==> images/logic_types.png <==
(2 px per µm)
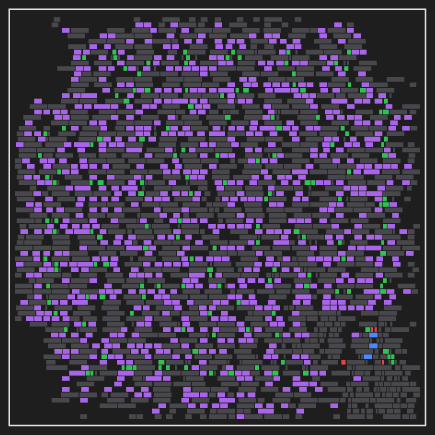
==> images/detail.png <==
Region (84, 125) to (124, 165) µm. Cells in gray, sequential cells in the stronger gray; small squares are vias.
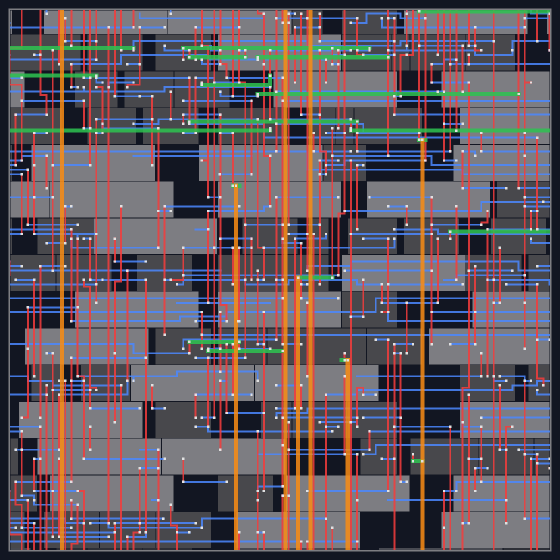
==> images/flops_by_reg.png <==
(2 px per µm) Other sequential cells in the stronger gray, the rest of the logic in the fainter gray.
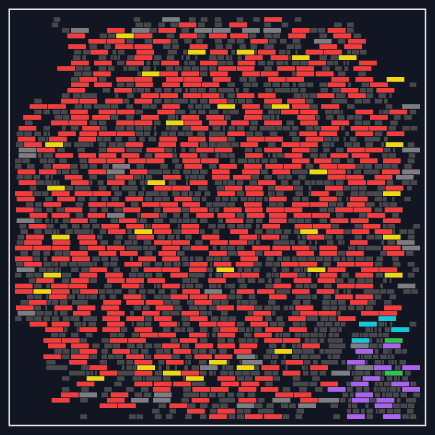
==> images/congestion.png <==
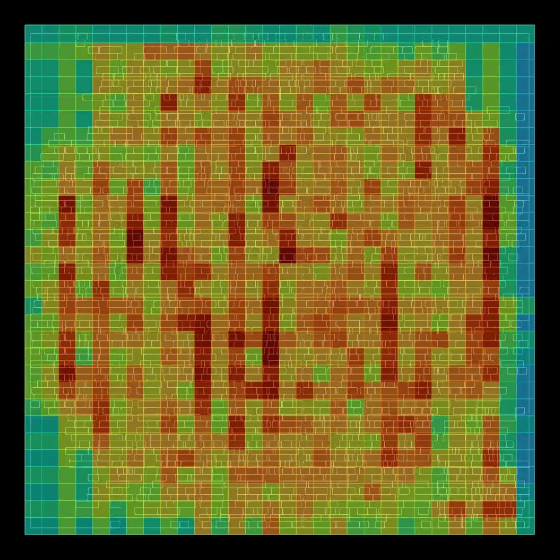
[src/rtl/wb_slave_mem_if.sv]
// wb_slave_mem_if: Wishbone classic bus bundle between a master and wb_slave_mem.
// Signals: cyc_i, stb_i, we_i, adr_i, dat_i (master -> slave); dat_o, ack_o (slave -> master).
// err_o exists only when WB_SLAVE_ERR_EN is defined.
interface wb_slave_mem_if #(
   parameter int DATA_WIDTH = 32,
   parameter int ADDR_WIDTH = 32
);
   logic                  cyc_i;
   logic                  stb_i;
   logic                  we_i;
   logic [ADDR_WIDTH-1:0] adr_i;
   logic [DATA_WIDTH-1:0] dat_i;
   logic [DATA_WIDTH-1:0] dat_o;
   logic                  ack_o;
`ifdef WB_SLAVE_ERR_EN
   logic                  err_o;
   modport master (output cyc_i, stb_i, we_i, adr_i, dat_i, input dat_o, ack_o, err_o);
   modport slave  (input cyc_i, stb_i, we_i, adr_i, dat_i, output dat_o, ack_o, err_o);
`else
   modport master (output cyc_i, stb_i, we_i, adr_i, dat_i, input dat_o, ack_o);
   modport slave  (input cyc_i, stb_i, we_i, adr_i, dat_i, output dat_o, ack_o);
`endif
endinterface

[src/rtl/wb_slave_mem.sv]
// wb_slave_mem: Wishbone classic slave memory with programmable wait states.
// Ports: clk, rst (async, active-low), bus (wb_slave_mem_if.slave), access_count (acked transfers).
// Optional macro WB_SLAVE_ERR_EN: addresses >= DEPTH answer with err_o instead of aliasing.
module wb_slave_mem #(
   parameter int DATA_WIDTH  = 32,
   parameter int ADDR_WIDTH  = 32,
   parameter int DEPTH       = 16,
   parameter int WAIT_CYCLES = 1
) (
   input  logic                 clk,
   input  logic                 rst,
   wb_slave_mem_if.slave        bus,
   output logic [15:0]          access_count
);
   localparam int AW = $clog2(DEPTH);
   typedef enum logic [1:0] {S_IDLE, S_WAIT, S_ACK, S_RELEASE} state_t;
   localparam state_t S_FIRST = WAIT_CYCLES > 0 ? S_WAIT : S_ACK;
   localparam logic [3:0] WAIT_LOAD = 4'(WAIT_CYCLES > 0 ? WAIT_CYCLES - 1 : 0);
   state_t                state, state_nxt;
   logic [3:0]            wcnt;
   logic [AW-1:0]         lat_adr;
   logic                  lat_we;
   logic [DATA_WIDTH-1:0] lat_dat;
   logic [DATA_WIDTH-1:0] mem [DEPTH];
   logic                  req;
   logic                  lat_oor;
   assign req = bus.cyc_i & bus.stb_i;
`ifdef WB_SLAVE_ERR_EN
   logic adr_oor;
   assign adr_oor = bus.adr_i >= ADDR_WIDTH'(DEPTH);
   always_ff @(posedge clk or negedge rst)
      if (!rst) lat_oor <= 1'b0;
      else if (state == S_IDLE && req) lat_oor <= adr_oor;
`else
   // Upper address bits are ignored: out-of-range addresses alias into the array.
   logic unused_adr;
   assign unused_adr = ^bus.adr_i[ADDR_WIDTH-1:AW];
   assign lat_oor = 1'b0;
`endif
   always_ff @(posedge clk or negedge rst)
      if (!rst) state <= S_IDLE;
      else state <= state_nxt;
   always_comb begin
      state_nxt = state;
      case (state)
         S_IDLE:  state_nxt = req ? S_FIRST : S_IDLE;
         S_WAIT:  state_nxt = !req ? S_IDLE : (wcnt == 4'd0 ? S_ACK : S_WAIT);
         S_ACK:   state_nxt = S_RELEASE;
         default: state_nxt = bus.stb_i ? S_RELEASE : S_IDLE;
      endcase
   end
   // ack/err and the memory access fire on the edge that leaves S_ACK,
   // giving WAIT_CYCLES+1 edges of latency from the sampling edge.
   always_ff @(posedge clk or negedge rst)
      if (!rst) begin
         wcnt         <= 4'd0;
         lat_adr      <= '0;
         lat_we       <= 1'b0;
         lat_dat      <= '0;
         bus.ack_o    <= 1'b0;
         bus.dat_o    <= '0;
         access_count <= 16'd0;
         for (int i = 0; i < DEPTH; i++) mem[i] <= '0;
      end else begin
         bus.ack_o <= state == S_ACK && !lat_oor;
         if (state == S_IDLE && req) begin
            lat_adr <= bus.adr_i[AW-1:0];
            lat_we  <= bus.we_i;
            lat_dat <= bus.dat_i;
            wcnt    <= WAIT_LOAD;
         end else if (state == S_WAIT && wcnt != 4'd0) wcnt <= wcnt - 4'd1;
         if (state == S_ACK && !lat_oor) begin
            if (lat_we) mem[lat_adr] <= lat_dat;
            else bus.dat_o <= mem[lat_adr];
            access_count <= access_count + 16'd1;
         end
         if (state == S_ACK && lat_oor) bus.dat_o <= '0;
      end
`ifdef WB_SLAVE_ERR_EN
   always_ff @(posedge clk or negedge rst)
      if (!rst) bus.err_o <= 1'b0;
      else bus.err_o <= state == S_ACK && lat_oor;
`endif
endmodule

[src/flat_wrapper.sv]
// flat-port wrapper written by rule: the top's interface ports become plain ports
module wb_slave_mem_flat 
#(
   parameter int DATA_WIDTH  = 32,
   parameter int ADDR_WIDTH  = 32,
   parameter int DEPTH       = 16,
   parameter int WAIT_CYCLES = 1
)
  (clk, rst, access_count, bus_cyc_i, bus_stb_i, bus_we_i, bus_adr_i, bus_dat_i, bus_dat_o, bus_ack_o);
  wb_slave_mem_if #(.DATA_WIDTH(DATA_WIDTH), .ADDR_WIDTH(ADDR_WIDTH)) bus_i ();
  input  logic clk;
  input  logic rst;
  output logic [15:0] access_count;
  input wire logic [$bits(bus_i.cyc_i)-1:0] bus_cyc_i;
  input wire logic [$bits(bus_i.stb_i)-1:0] bus_stb_i;
  input wire logic [$bits(bus_i.we_i)-1:0] bus_we_i;
  input wire logic [$bits(bus_i.adr_i)-1:0] bus_adr_i;
  input wire logic [$bits(bus_i.dat_i)-1:0] bus_dat_i;
  output wire logic [$bits(bus_i.dat_o)-1:0] bus_dat_o;
  output wire logic [$bits(bus_i.ack_o)-1:0] bus_ack_o;
  assign bus_i.cyc_i = bus_cyc_i;
  assign bus_i.stb_i = bus_stb_i;
  assign bus_i.we_i = bus_we_i;
  assign bus_i.adr_i = bus_adr_i;
  assign bus_i.dat_i = bus_dat_i;
  assign bus_dat_o = bus_i.dat_o;
  assign bus_ack_o = bus_i.ack_o;
  wb_slave_mem #(.DATA_WIDTH(DATA_WIDTH), .ADDR_WIDTH(ADDR_WIDTH), .DEPTH(DEPTH), .WAIT_CYCLES(WAIT_CYCLES)) u_core (.clk(clk), .rst(rst), .bus(bus_i), .access_count(access_count));
endmodule
[config.mk]
export PLATFORM = sky130hd
export DESIGN_NAME = wb_slave_mem_flat
export DESIGN_NICKNAME = d
export VERILOG_FILES = /design/src/rtl/wb_slave_mem_if.sv /design/src/rtl/wb_slave_mem.sv /design/src/flat_wrapper.sv
export SDC_FILE = /design/constraint.sdc
export NUM_CORES = 1
export LEC_CHECK = 0
export CAP_MARGIN = 25
export CORE_MARGIN = 2
export CORE_UTILIZATION = 65
export CTS_BUF_LIST = sky130_fd_sc_hd__clkbuf_8
export CTS_CLUSTER_DIAMETER = 200
export CTS_CLUSTER_SIZE = 30
export DETAILED_ROUTE_END_ITERATION = 12
export GPL_TIMING_DRIVEN = 1
export HOLD_SLACK_MARGIN = 0.05
export PLACE_DENSITY = 0.85
export SYNTH_ARGS = -nofsm -noshare
export SYNTH_HDL_FRONTEND = slang
export SYNTH_SLANG_ARGS = --single-unit
export TNS_END_PERCENT = 10
[constraint.sdc]
create_clock -name clk -period 4.7 [get_ports clk]
set_clock_uncertainty 0.05 [all_clocks]
set_input_delay 0.47 -clock clk [delete_from_list [all_inputs] [get_ports clk]]
set_output_delay 0.47 -clock clk [all_outputs]
set_load 0.005 [all_outputs]
==> impl_metrics.csv <==
group,metric,value,unit
cells_and_area,n_all_buffers,127,
setup_path,start_kind,"flip-flop",
detailed_routing,ant_nets,0,
run_status,outcome,"complete, no violations",
detailed_routing,wl_met2,28.7,mm
setup_path,worstSetupEndpointType,"flip-flop",
cells_and_area,flops,604,
final_timing,fin_crit_sh,65.8,%
yosys,synth_cell_types,43,
final_timing,hold_viol,0,
yosys,synthTopCellsByArea,"dfrtp_1 56%, mux2_2 22%, mux2i_1 7.1%",
cells_and_area,diodes,0,
global_route,grt_pass1_vias,16000,
setup_path,critPathMaxFanout,129,
yosys,syn_avg_cell_area,14.4,µm²
final_timing,final.min_clock_period,3090,ps
global_route,grt_remaining_overflow,0,
cells_and_area,fin_util,69.6,%
final_timing,drv_slew,0,
yosys,largest_area_cell,"dfrtp_1",
yosys,synth-simple-area-share,3.23,%
power,p_leak,13.5,nW
die,die_y,207,µm
place,post-place-cells,2377,
final_timing,setup_ws,1610,ps
cells_and_area,logic_gate_count,1111,
yosys,ys_top_logic_family,"multiplexers",
clocking,clock_sinks,604,
final_timing,setup-violations-final,0,
place,post_dp_cell_area,28000,µm²
setup_path,crit_path_max_incr_delay,960,ps
clocking,postCtsSetupRepairBufs,0,
yosys,xor_share,0.586,%
setup_path,critPathBufInv,1,
yosys,yosysChipArea,26900,µm²
die,rows,74,
cells_and_area,drive_above_1_share,34.8,%
cells_and_area,clock_area_share,1.34,%
setup_path,critPathKind,"flip-flop to flip-flop",
worst_hold_path,hp-class,"primary input to flip-flop",
power,power,14.4,mW
job,warning_count,65,
cells_and_area,fin_nets,1944,
cells_and_area,layout.area.comb,11000,µm²
cells_and_area,seq_area,15100,µm²
yosys,ys.flops,604,
cells_and_area,fill_cells,2703,
job,cap_violations,0,
setup_path,cp.required,5140,ps
clocking,cts_made_buffers,24,
global_route,grt_max_degree,130,
cells_and_area,area_growth,5.76,%
detailed_routing,via_per_inst,6.46,
clocking,cts_resized,0,
final_timing,max_freq,323,MHz
yosys,syn-cell-area,26900,µm²
global_route,antenna_found_initial,1,
yosys,yosys.area_share.adder,0.140,%
cells_and_area,num-clock-buffers,25,
cells_and_area,largestClassByArea,"sequential cells",
global_route,grt_pass1_wl,92.1,mm
yosys,top_cell_area_share,56.2,%
detailed_routing,drt_wl_total,58.9,mm
yosys,synthTopCellsByCount,"604 x dfrtp_1, 524 x mux2_2, 192 x mux2i_1, 73 x nor2_1, 66 x clkbuf_1",
die,io_pins,118,
cells_and_area,stdcell_count,2406,
place,finalWeightedCongestion,0.787,
detailed_routing,drt_iter0_markers,1132,
Notes on logic_types.png above:
color	family	cells	most used
purple	mux cells	773	mux2_2
red	inv cells	4	inv_1
blue	fa/ha/maj cells	3	ha_1
green	aoi and oai cells	153	o22ai_1

Notes on detail.png above:
color	layer
blue	metal 1
green	metal 3
orange	metal 4
red	metal 2
cells with their middle in the window	84
netlist names of flops here include	`u_core.mem` (30), `u_core.bus.dat_o` (1)
most frequent	dfrtp_1 (31), mux2_2 (24), mux2i_1 (10)
sequential cells in the window	31

Notes on flops_by_reg.png above:
color	signal	sequential cells
purple	`u_core.access_count`	16
yellow	`u_core.bus.dat_o`	32
cyan	`u_core.wcnt`	4
red	`u_core.mem`	512
green	`u_core.state`	2
not colored	38

Notes on congestion.png above:
GRT met1 Usage: 39.7%
WL per Instance: 24.5 µm
GR Util met2: 45.2%
met3 Use GR: 2.18%
Tot GR Track Use: 27.5%

-- power by group --
group | total [mW] | internal [mW] | leakage (nW) | switching, mW
Clock | 1.96 | 0.499 | 0.202 | 1.46
Sequential | 7.89 | 6.38 | 8.13 | 1.51
Combinational | 4.53 | 2.39 | 5.20 | 2.14
-- final timing paths --
kind	startpoint	endpoint	slack, ps	cells past startpoint
worst max-delay path	u_core.lat_adr[0]	u_core.bus.dat_o[13]	1610	4
worst min register to register	u_core.access_count[15]	u_core.access_count[15]	440	1
worst min-delay path	bus_dat_i[1]	u_core.lat_dat[1]	340	2
min in group asynchronous	rst	u_core.access_count[6]	380	2
worst max register to register	u_core.lat_adr[0]	u_core.bus.dat_o[13]	1610	4
max in group asynchronous	rst	u_core.bus.dat_o[23]	2960	3
-- cells in the final DEF (no fill, tap or decap), types with 3 or more instances in the layout --
master	Yosys	layout
a221oi_1	20	20
a2bb2oi_1	13	13
a31oi_1	32	32
buf_12	0	7
buf_4	54	30
clkbuf_8	0	25
clkdlybuf4s50_1	0	88
dfrtp_1	604	600
ha_1	3	3
inv_1	3	5
mux2_1	25	25
mux2_2	524	524
mux2i_1	192	192
mux4_2	32	32
nand2_1	25	22
nand2_2	0	3
nand2b_1	5	4
nand3_1	22	22
nand3b_1	3	3
nand4_1	3	3
nor2_1	73	72
nor2_4	0	10
nor3_4	3	3
o21ai_0	21	21
o22ai_1	64	64
or3b_2	4	4
xnor2_1	13	13
xor2_1	5	5
-- state kept, by name (all words and copies together), names as in the netlist --
register	count
u_core.bus.dat_o	32
u_core.lat_we	1
u_core.bus.ack_o	1
u_core.access_count	16
u_core.lat_dat	32
u_core.lat_adr	4
u_core.wcnt	4
u_core.state	2
u_core.mem	512
Power and IR drop assume default switching activity.
